--- src/rtl/bus_arbiter4.sv ---
// Four-way round-robin bus arbiter with registered one-hot grant, mux select and
// per-tenure hold limit (MAX_HOLD cycles, 0 = unlimited).
module bus_arbiter4 #(
  parameter int unsigned MAX_HOLD  = 16,
  parameter int unsigned CNT_WIDTH = 5
) (
  input  logic       clk,
  input  logic       reset,
  input  logic [3:0] req,
  output logic [3:0] gnt,
  output logic [1:0] select,
  output logic       bus_valid,
  output logic       timeout
);

  localparam logic [CNT_WIDTH-1:0] MaxHoldCnt = CNT_WIDTH'(MAX_HOLD);
  localparam logic [CNT_WIDTH-1:0] CntOne     = CNT_WIDTH'(1);

  typedef enum logic {StIdle, StOwned} state_t;

  state_t               state_q, state_d;
  logic [3:0]           gnt_q, gnt_d;
  logic [1:0]           sel_q, sel_d;
  logic [1:0]           last_q, last_d;
  logic [CNT_WIDTH-1:0] hold_cnt_q, hold_cnt_d;
  logic                 tmo_q, tmo_d;
  logic                 valid_q, valid_d;

  logic       found;
  logic [1:0] win;
  logic [1:0] cand;
  logic       hold_ok;
  logic       grant_new;

  // Search starts one past the last winner; the owner itself is checked last,
  // which covers both the release case (its req is low) and sole-owner timeout.
  always_comb begin
    found = 1'b0;
    win   = last_q;
    cand  = last_q;
    for (int k = 1; k <= 4; k++) begin
      cand = last_q + 2'(k);
      if (!found && req[cand]) begin
        found = 1'b1;
        win   = cand;
      end
    end
  end

  assign hold_ok = req[last_q] && ((MAX_HOLD == 0) || (hold_cnt_q < MaxHoldCnt));

  always_comb begin
    state_d    = state_q;
    gnt_d      = gnt_q;
    sel_d      = sel_q;
    last_d     = last_q;
    hold_cnt_d = hold_cnt_q;
    tmo_d      = 1'b0;
    grant_new  = 1'b0;

    unique case (state_q)
      StIdle: begin
        if (found) grant_new = 1'b1;
      end
      StOwned: begin
        if (hold_ok) begin
          if (hold_cnt_q != '1) hold_cnt_d = hold_cnt_q + 1'b1;
        end else begin
          // Owner still requesting but not allowed to hold: tenure was force-ended.
          tmo_d = req[last_q];
          if (found) begin
            grant_new = 1'b1;
          end else begin
            state_d = StIdle;
            gnt_d   = 4'b0000;
          end
        end
      end
      default: state_d = StIdle;
    endcase

    if (grant_new) begin
      state_d    = StOwned;
      gnt_d      = 4'b0001 << win;
      sel_d      = win;
      last_d     = win;
      hold_cnt_d = CntOne;
    end

    valid_d = |gnt_d;
  end

  always_ff @(posedge clk or posedge reset) begin
    if (reset) begin
      state_q    <= StIdle;
      gnt_q      <= 4'b0000;
      sel_q      <= 2'd0;
      last_q     <= 2'd3;
      hold_cnt_q <= '0;
      tmo_q      <= 1'b0;
      valid_q    <= 1'b0;
    end else begin
      state_q    <= state_d;
      gnt_q      <= gnt_d;
      sel_q      <= sel_d;
      last_q     <= last_d;
      hold_cnt_q <= hold_cnt_d;
      tmo_q      <= tmo_d;
      valid_q    <= valid_d;
    end
  end

  assign gnt       = gnt_q;
  assign select    = sel_q;
  assign bus_valid = valid_q;
  assign timeout   = tmo_q;

endmodule

--- config.mk ---
export PLATFORM = sky130hd
export DESIGN_NAME = bus_arbiter4
export DESIGN_NICKNAME = d
export VERILOG_FILES = /design/src/rtl/bus_arbiter4.sv
export SDC_FILE = /design/constraint.sdc
export NUM_CORES = 1
export LEC_CHECK = 0
export CELL_PAD_IN_SITES_DETAIL_PLACEMENT = 0
export CELL_PAD_IN_SITES_GLOBAL_PLACEMENT = 1
export CORE_MARGIN = 3
export CORE_UTILIZATION = 29
export CTS_CLUSTER_SIZE = 28
export DETAILED_ROUTE_END_ITERATION = 7
export DONT_BUFFER_PORTS = 1
export GPL_TIMING_DRIVEN = 0
export HOLD_SLACK_MARGIN = 0.1
export PLACE_DENSITY = 0.57
export RECOVER_POWER = 100
export SYNTH_ARGS = -nofsm -noshare
export SYNTH_HDL_FRONTEND = slang
export SYNTH_SLANG_ARGS = --single-unit
--- constraint.sdc ---
create_clock -name clk -period 2.03 [get_ports clk]
set_input_delay 0.5075 -clock clk [delete_from_list [all_inputs] [get_ports clk]]
set_output_delay 0.5075 -clock clk [all_outputs]
set_load 0.02 [all_outputs]
m2.png
Bar = 20 um.
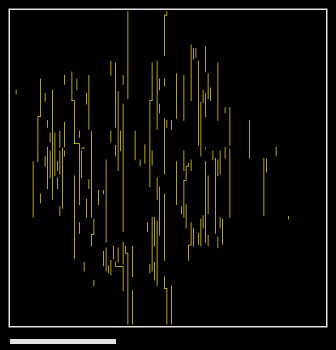
main direction: vertical
share of all routed wire: 47%
nets with wire on the layer: 76
met2 Use GR: 15.1%
Routed WL: 1600 um
routed vias: 601

gates.png
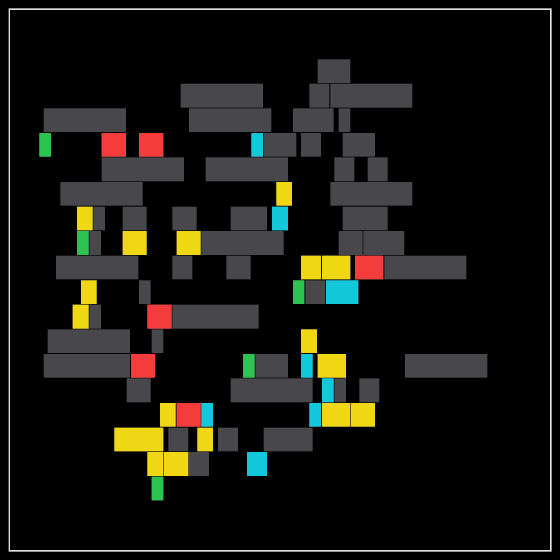
legend:
  inv cells:
    colour: green
    cells: 5
  non-inverting ao/oa cells:
    colour: red
    cells: 6
  nor cells:
    colour: cyan
    cells: 8
  aoi and oai cells:
    colour: yellow
    cells: 17
Comb/total area: 42.5%
most frequent logic cell in the layout: dfrtp_1

==> flow_summary.ini <==
; synthesis and place-and-route metrics
[run_status]
outcome = finished, final reports clean

[clock_tree]
cts_tree = yes
cts.path.max_buffers = 2
htreeDepth = 1
cts_buffers = 3
clock_latency_ps = 280
root_buffer = clkbuf_4
clk_pin_slew_ps = 90

[power_and_ir_drop]
p_leak_nw = 0.413
pwr-share-comb_pct = 38.2
p_sw_mw = 0.533
p_clk_share_pct = 15.8
ir_worst_vdd_uv = 649
switching_share_pct = 40.4
powerComb_mw = 0.503
pg_clk_mw = 0.209

[finish]
n_clock_buffer = 4
drive_above_1_share_pct = 14.5
largest_reg_flops = 5
final_nets = 92
comb.multi_input.count = 56
ff_latch_area_um2 = 403
largest-register = hold_cnt_q
fillCellCount = 272
final-clk-cell-share_pct = 4.06
final_cells = 113
buffer_area_share_pct = 2.10
logic_area_um2 = 380
signal_buffers = 2
final_cell_mix = 14 x dfrtp_1, 7 x nand2b_1, 7 x nand2_1
sh_seq_area_pct = 45.0

[grt]
grt_pass1_vias = 555
grt_max_degree = 17
top_usage_layer = met2
met1_usage_pct = 12.7
grt-ovfl-total = 0
antenna_found_initial = 0
grt_usage_pct = 10.2

[die]
core_um2 = 2610
placementRows = 18
die_h_um = 59.8
die-area_um2 = 3580
io_pins = 14
fp-utilization_pct = 32.1

[critical_path]
reg2regPathDepth = 6
crit_slowest_cell = dfstp_2
crit_chain = mux2_4 -> o2bb2ai_1 -> a21oi_2 -> buf_6 -> nand2_1 -> a21boi_0
critPathLaunchType = register
worst-path-buf-inv = 1
reg2reg_to = gnt[0]
critPathLaunch = last_q[0]
endpoint = gnt[0]

[timing]
fmax_ghz = 0.544
fin_crit_sh_pct = 90.6
hold_ws_ps = 171
slew_violations = 0
hold_viol = 0
tightest_slew_ps = 816
setup_slack_ps = 192
period_needed_ps = 1840
fin_skew_ps = 2.73

[synthesis]
simple_gate_share_pct = 17.7
yosys-top-cells-area = dfrtp_1 42%, dfstp_2 6.3%, nand2b_1 5.2%
edf_count = 0
ys_sh_adder_pct = 2.98
synth.avg_cell_area_um2 = 10.6
syn_area_um2 = 840
synth-async-reset-ratio_pct = 100
mux_share_pct = 6.56
seq_area_frac_synth_pct = 48.0
yosysCellCount = 79
synth_top_flop_cell = dfrtp_1
xor_share_pct = 0
top_cell_area_share_pct = 41.7
numSynthFlops = 16
logic_family = AND-OR/OR-AND gates
fp_nets = 87
ys_sh_aoi_pct = 20.3

[drt]
wl_met1_um = 724
wl_per_cell_um = 14.2
highest_layer = met4
vias_per_cell = 5.32

[placement]
gp_congestion = 0.656
dp_cells = 109
pre_cts_slack_ps = 196
hpwl_um = 1240

[hold_path]
holdCritPathClass = input port to asynchronous set/reset pin
No activity file was given, so power comes from the tool's default toggle rates.
